flops_by_reg.png
Other sequential cells in the stronger grey, the rest of the logic in the fainter grey.
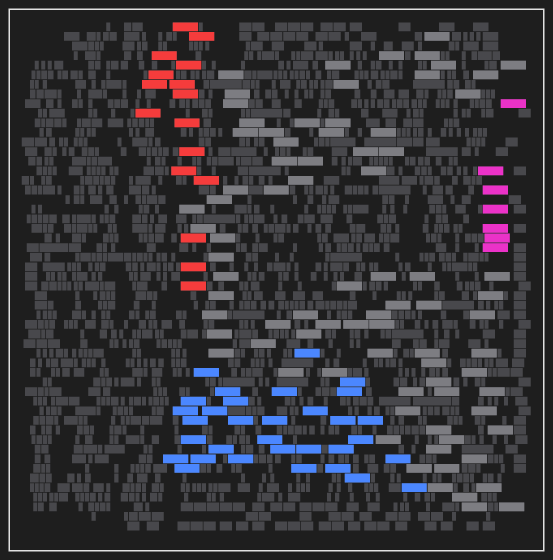
clk_routes.png
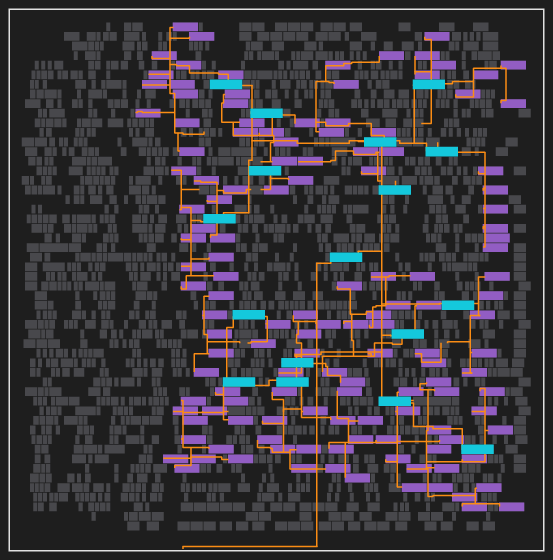
io_fan.png
Scale bar: 50 um.
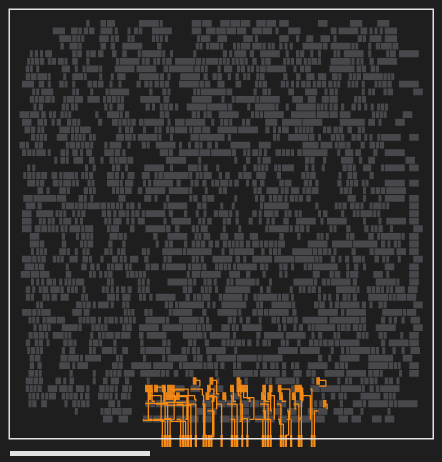
layer_met1.png
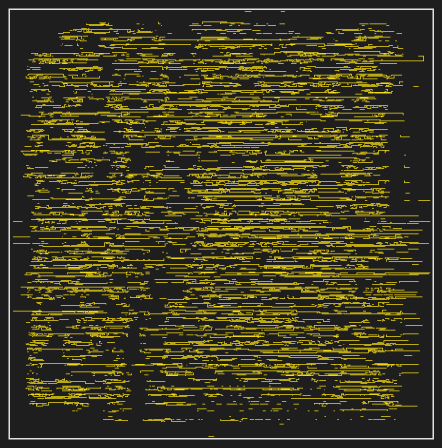
congestion.png
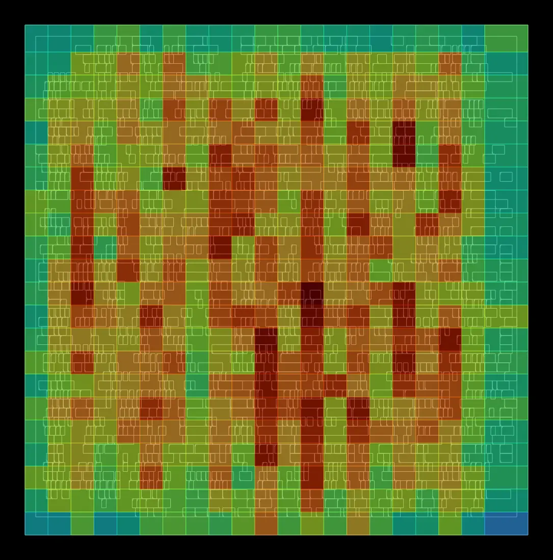
<file path="src/rtl/cpu_trace_serializer.sv">
// rtl/cpu_trace_serializer.sv - write-back trace record to one-char-per-clock ASCII line
// Line: "^<time>@<pc>: $<reg> <= <data>#" or "^<time>@<pc>: *<addr> <= <data>#".
module cpu_trace_serializer #(
  parameter int PAD_COLON      = 1,
  parameter int PAD_PRE_ARROW  = 1,
  parameter int PAD_POST_ARROW = 1
) (
  input  logic        clk,
  input  logic        reset,
  input  logic        in_valid,
  output logic        in_ready,
  input  logic [1:0]  in_kind,
  input  logic [13:0] in_time,
  input  logic [31:0] in_pc,
  input  logic [4:0]  in_reg,
  input  logic [31:0] in_addr,
  input  logic [31:0] in_data,
  output logic [7:0]  char,
  output logic        char_valid,
  output logic        busy
);

  localparam logic [3:0] S_IDLE  = 4'd0;
  localparam logic [3:0] S_CARET = 4'd1;
  localparam logic [3:0] S_TIME  = 4'd2;
  localparam logic [3:0] S_AT    = 4'd3;
  localparam logic [3:0] S_PC    = 4'd4;
  localparam logic [3:0] S_COLON = 4'd5;
  localparam logic [3:0] S_PAD1  = 4'd6;
  localparam logic [3:0] S_TAG   = 4'd7;
  localparam logic [3:0] S_IDX   = 4'd8;
  localparam logic [3:0] S_PAD2  = 4'd9;
  localparam logic [3:0] S_LT    = 4'd10;
  localparam logic [3:0] S_EQ    = 4'd11;
  localparam logic [3:0] S_PAD3  = 4'd12;
  localparam logic [3:0] S_DATA  = 4'd13;
  localparam logic [3:0] S_HASH  = 4'd14;

  logic [3:0]  state_q, state_d;
  logic [2:0]  cnt_q, cnt_d;
  logic        is_mem_q, is_mem_d;
  logic [15:0] tbcd_q, tbcd_d;
  logic [2:0]  tdig_q, tdig_d;
  logic [31:0] pc_q, pc_d;
  logic [31:0] idx_q, idx_d;
  logic [3:0]  idx_dig_q, idx_dig_d;
  logic [31:0] data_q, data_d;
  logic [7:0]  char_q, char_d;
  logic [13:0] t_sat;
  logic [3:0]  len;
  logic [2:0]  tpos;
  logic [3:0]  rpos;
  logic        accept;

  function automatic logic [7:0] hex_nib(input logic [31:0] v, input logic [5:0] sh);
    logic [3:0] n;
    n = 4'(v >> sh);
    return (n < 4'd10) ? (8'h30 + {4'h0, n}) : (8'h57 + {4'h0, n});
  endfunction

  // Zero-width pad fields are bypassed here so they cost no cycles.
  function automatic logic [3:0] next_of(input logic [3:0] s);
    case (s)
      S_CARET: return S_TIME;
      S_TIME:  return S_AT;
      S_AT:    return S_PC;
      S_PC:    return S_COLON;
      S_COLON: return (PAD_COLON > 0) ? S_PAD1 : S_TAG;
      S_PAD1:  return S_TAG;
      S_TAG:   return S_IDX;
      S_IDX:   return (PAD_PRE_ARROW > 0) ? S_PAD2 : S_LT;
      S_PAD2:  return S_LT;
      S_LT:    return S_EQ;
      S_EQ:    return (PAD_POST_ARROW > 0) ? S_PAD3 : S_DATA;
      S_PAD3:  return S_DATA;
      S_DATA:  return S_HASH;
      default: return S_IDLE;
    endcase
  endfunction

  assign accept     = in_valid && in_ready;
  assign in_ready   = (state_q == S_IDLE) || (state_q == S_HASH);
  assign char_valid = (state_q != S_IDLE);
  assign busy       = (state_q != S_IDLE);
  assign char       = char_q;

  always_comb begin
    case (state_q)
      S_TIME:  len = {1'b0, tdig_q};
      S_PC:    len = 4'd8;
      S_PAD1:  len = 4'(PAD_COLON);
      S_IDX:   len = idx_dig_q;
      S_PAD2:  len = 4'(PAD_PRE_ARROW);
      S_PAD3:  len = 4'(PAD_POST_ARROW);
      S_DATA:  len = 4'd8;
      default: len = 4'd1;
    endcase
  end

  always_comb begin
    state_d   = state_q;
    cnt_d     = cnt_q;
    is_mem_d  = is_mem_q;
    tbcd_d    = tbcd_q;
    tdig_d    = tdig_q;
    pc_d      = pc_q;
    idx_d     = idx_q;
    idx_dig_d = idx_dig_q;
    data_d    = data_q;
    t_sat     = (in_time > 14'd9999) ? 14'd9999 : in_time;

    case (state_q)
      S_IDLE: ;
      S_HASH: state_d = S_IDLE;
      default: begin
        if ({1'b0, cnt_q} == len - 4'd1) begin
          cnt_d   = 3'd0;
          state_d = next_of(state_q);
        end else begin
          cnt_d = cnt_q + 3'd1;
        end
      end
    endcase

    // BCD is formed while latching so TIME digits are ready one cycle later.
    if (accept) begin
      cnt_d    = 3'd0;
      state_d  = (in_kind == 2'd1 || in_kind == 2'd2) ? S_CARET : S_IDLE;
      is_mem_d = (in_kind == 2'd2);
      tbcd_d   = {4'(t_sat / 14'd1000), 4'((t_sat / 14'd100) % 14'd10),
                  4'((t_sat / 14'd10) % 14'd10), 4'(t_sat % 14'd10)};
      tdig_d   = (t_sat >= 14'd1000) ? 3'd4 : (t_sat >= 14'd100) ? 3'd3 :
                 (t_sat >= 14'd10) ? 3'd2 : 3'd1;
      pc_d     = in_pc;
      data_d   = in_data;
      if (in_kind == 2'd2) begin
        idx_d     = in_addr;
        idx_dig_d = 4'd8;
      end else begin
        idx_d     = {24'd0, 4'(in_reg / 5'd10), 4'(in_reg % 5'd10)};
        idx_dig_d = (in_reg >= 5'd10) ? 4'd2 : 4'd1;
      end
    end
  end

  always_comb begin
    tpos = tdig_q - 3'd1 - cnt_d;
    rpos = idx_dig_q - 4'd1 - {1'b0, cnt_d};
    case (state_d)
      S_CARET: char_d = 8'h5e;
      S_TIME:  char_d = hex_nib({16'd0, tbcd_q}, {1'b0, tpos, 2'b00});
      S_AT:    char_d = 8'h40;
      S_PC:    char_d = hex_nib(pc_q, {1'b0, 3'd7 - cnt_d, 2'b00});
      S_COLON: char_d = 8'h3a;
      S_PAD1, S_PAD2, S_PAD3: char_d = 8'h20;
      S_TAG:   char_d = is_mem_q ? 8'h2a : 8'h24;
      S_IDX:   char_d = is_mem_q ? hex_nib(idx_q, {1'b0, 3'd7 - cnt_d, 2'b00})
                                 : hex_nib(idx_q, {rpos, 2'b00});
      S_LT:    char_d = 8'h3c;
      S_EQ:    char_d = 8'h3d;
      S_DATA:  char_d = hex_nib(data_q, {1'b0, 3'd7 - cnt_d, 2'b00});
      S_HASH:  char_d = 8'h23;
      default: char_d = 8'h00;
    endcase
  end

  always_ff @(posedge clk) begin
    if (reset) begin
      state_q   <= S_IDLE;
      cnt_q     <= 3'd0;
      is_mem_q  <= 1'b0;
      tbcd_q    <= 16'd0;
      tdig_q    <= 3'd1;
      pc_q      <= 32'd0;
      idx_q     <= 32'd0;
      idx_dig_q <= 4'd1;
      data_q    <= 32'd0;
      char_q    <= 8'h00;
    end else begin
      state_q   <= state_d;
      cnt_q     <= cnt_d;
      is_mem_q  <= is_mem_d;
      tbcd_q    <= tbcd_d;
      tdig_q    <= tdig_d;
      pc_q      <= pc_d;
      idx_q     <= idx_d;
      idx_dig_q <= idx_dig_d;
      data_q    <= data_d;
      char_q    <= char_d;
    end
  end

endmodule
</file>
<file path="config.mk">
export PLATFORM = sky130hd
export DESIGN_NAME = cpu_trace_serializer
export DESIGN_NICKNAME = d
export VERILOG_FILES = /design/src/rtl/cpu_trace_serializer.sv
export SDC_FILE = /design/constraint.sdc
export NUM_CORES = 1
export LEC_CHECK = 0
export ABC_AREA = 1
export ABC_CLOCK_PERIOD_IN_PS = 14300
export CAP_MARGIN = 20
export CORE_AREA = 3 3 148 150
export CTS_CLUSTER_DIAMETER = 30
export DETAILED_ROUTE_END_ITERATION = 7
export DIE_AREA = 0 0 151 153
export GPL_TIMING_DRIVEN = 0
export PLACE_DENSITY = 0.67
export SLEW_MARGIN = 10
export SYNTH_ARGS = -nofsm -noshare
export SYNTH_HDL_FRONTEND = slang
export SYNTH_SLANG_ARGS = --single-unit
</file>
<file path="constraint.sdc">
create_clock -name clk -period 14.3 [get_ports clk]
set_input_delay 2.86 -clock clk [delete_from_list [all_inputs] [get_ports clk]]
set_output_delay 2.86 -clock clk [all_outputs]
set_load 0.02 [all_outputs]
</file>
==> GITHUB_STEP_SUMMARY <==
### Yosys + OpenROAD results

| Metric | Value |
|---|---|
| Max power group | combinational cells |
| Final Max Slew Viols | 0 |
| Maximum vdd drop | 207 uV |
| Met3 usage | 0.0394 |
| Drc violations | 0 |
| Async S/R FF share, synth | 0 |
| Nets | 1915 |
| Hold/Removal Path Class | flip-flop to flip-flop |
| Critical path's slowest cell | nor2_1 |
| Area Overhead vs Synth | 22.3% |
| P_leak | 5.37 nW |
| Post-CTS Resized | 0 |
| Psw | 0.00103 W |
| Synthesis-stage register bit count | 136 |
| Simple-Gate Fraction of Synth Area | 0.350 |
| Outcome | completed |
| Drt first pass iters | 5 |
| CTS tree | done |
| Largest net degree at the start of global routing | 17 |
| Final setup viols | 0 |
| Global-route wire length before repair | 52100 um |
| Drt initial violations | 655 |
| Crit path max fanout | 9 |
| Number of global-route vias before repair | 10600 |
| Crit start category | input port |
| Vias per cell | 5.42 |
| Combinational share of power | 0.583 |
| Largest delay share family, worst path | simple AND/OR/NAND/NOR gates |
| Number of antenna violations at the first check in global routing | 0 |
| CTS Sinks | 136 |
| GR peak layer | met2 |
| CTS Buf Count | 17 |
| Die X | 151 um |
| Max Cap Violations | 0 |
| Via count | 11100 |
| RSZ-0062 raised after global routing | false |
| Total global-route track usage | 0.282 |
| Final wirelength | 32700 um |
| Critical Path AT | 9.27 ns |
| Pwr dens | 176 nW/um^2 |
| Hpwl dp | 25100 um |
| GP Congestion | 0.919 |
| Postcts setup bufs | 0 |
| Top cell by count, worst path | nand2_1 |
| Dpl cell area | 11600 um^2 |
| Top FF cell, synth | dfxtp_1 |
| WHS | 0.467 ns |
| Top-Level Pins | 131 |
| Syn. warnings | 0 |
| Fin area | 12200 um^2 |
| Die area | 23100 um^2 |
| Fmax | 112 MHz |
| Fp_density | 0.478 |
| Cell count in the Yosys report | 1619 |
| Fill cell count | 2154 |
| Tcrit/Tclk final | 0.625 |
| Final setup TNS | 0 ns |
| Comb group | 0.00125 W |
| Cell Area, Synth | 9950 um^2 |
Back to the opening pictures, flops_by_reg.png:
[data_q] blue | flops: 32 | where: south
[char] magenta | flops: 7
[tbcd_q] red | flops: 16
Final Core Density: 0.584
Seq area share: 0.224
Sequential Power: 0.000453 W
Flop area: 2720 um^2

Back to the opening pictures, clk_routes.png:
[clock wires] orange | length: 1690 um
[flip-flops] purple | count: 136
[clock drivers] cyan | count: 17
routed clock nets: 18
clock-net power: 0.000442 W
Clock power frac: 0.206
Worst Skew: 0.0106 ns
Worst-Skew Late Latency: 0.43 ns

Back to the opening pictures, io_fan.png:
[in_data] orange | direction: input | edge: south | end cells: 32 | buffers: 32 | wire: 683 um

Back to the opening pictures, layer_met1.png:
nets with wire on the layer: 1786
share of all routed wire: 43%
wire length on this layer: 13900 um
main direction: horizontal

Back to the opening pictures, congestion.png:
drt wl/cell: 15.9 um
GR Util met2: 0.488
GR Util met1: 0.352

==> metal layers <==
metal | up-vias | share of wire
li1 | 5636 | -
met1 | 5115 | 0.43
met2 | 300 | 0.49
met3 | 75 | 0.053
met4 | 0 | 0.032
met5 | - | 0
==> area by class of cell <==
class | count | area share
Clock buffer | 18 | 0.0361
Multi-Input combinational cell | 1238 | 0.516
Sequential cell | 136 | 0.224
Timing Repair Buffer | 128 | 0.105
Inverter | 182 | 0.0563
Clock inverter | 14 | 0.0129
Tap cell | 275 | 0.0283
Buffer | 63 | 0.0215
==> layout by cell type (no fill, tap or decap), drive strengths merged, types with 7 or more instances in the layout <==
cell,count
nand4,22
nor2,293
ha,27
buf,7
nor3,9
nand3,101
a21oi,93
xor2,22
nand2,373
a31oi,13
clkbuf,74
clkdlybuf4s50,128
o221ai,11
dfxtp,136
o211ai,19
o22ai,20
clkinv,12
inv,182
o21ai,184
==> synthesized netlist by cell type, drive strengths merged, types with 4 or more instances <==
library cell / count / share of area
a211oi: 4 / 0.0030
a21oi: 93 / 0.048
a31oi: 13 / 0.0082
a32o: 6 / 0.0060
buf: 7 / 0.0052
clkbuf: 56 / 0.021
clkinv: 9 / 0.0034
dfxtp: 136 / 0.27
ha: 27 / 0.034
inv: 173 / 0.066
nand2: 373 / 0.15
nand3: 101 / 0.058
nand4: 22 / 0.014
nor2: 293 / 0.11
nor3: 9 / 0.0045
o211ai: 19 / 0.014
o21ai: 184 / 0.094
o221ai: 11 / 0.0097
o22ai: 20 / 0.013
o31ai: 5 / 0.0043
or2: 6 / 0.0038
xnor2: 6 / 0.0053
xor2: 22 / 0.020
==> final timing paths <==
check	from	end	slack, ns	depth (start not counted)
hold reg to reg	idx_q[10]	idx_q[10]	0.47	2
setup / recovery	in_time[9]	tbcd_q[7]	5.37	47
hold / removal	idx_q[10]	idx_q[10]	0.47	2
setup reg to reg	state_q[2]	char[2]	6.86	34
==> through the flow <==
stage / utilization / total power (W) / setup slack (ns)
after CTS: 0.584 / 0.00215 / 5.37
after floorplan: - / 0.00142 / 6.54
final: 0.584 / 0.00215 / 5.37
after global placement: 0.556 / 0.00168 / 4.98
after detailed placement: 0.556 / 0.00170 / 4.92
after global routing: 0.584 / 0.00235 / 4.62
==> flip-flops by register name (all words and copies together) (netlist names), named ones only <==
| signal | count |
|---|---|
| char | 7 |
| cnt_q | 3 |
| data_q | 32 |
| idx_dig_q | 2 |
| idx_q | 32 |
| is_mem_q | 1 |
| pc_q | 32 |
| state_q | 4 |
| tbcd_q | 16 |
| tdig_q | 3 |
==> worst register-to-register path: cells and delay by family (launching register included) <==
family	cells	cell delay, ns
AOI/OAI and AO/OA	11	1.74
buffers and inverters	9	2.59
and+or+nand+nor	9	1.20
DFF	1	0.36
xor gates and xnor gates	1	0.13
adders and majority gates	4	1.30
==> kinds of logic after synthesis <==
| family | after synthesis |
|---|---|
| and+or+nand+nor | 807 |
| AOI/OAI and AO/OA | 371 |
| buffers and inverters | 245 |
| DFF | 136 |
| adders and majority gates | 29 |
| xor gates and xnor gates | 29 |
| other | 1 |
| muxes | 1 |
Power figures rest on the tool's default switching activity, not on a simulated workload.
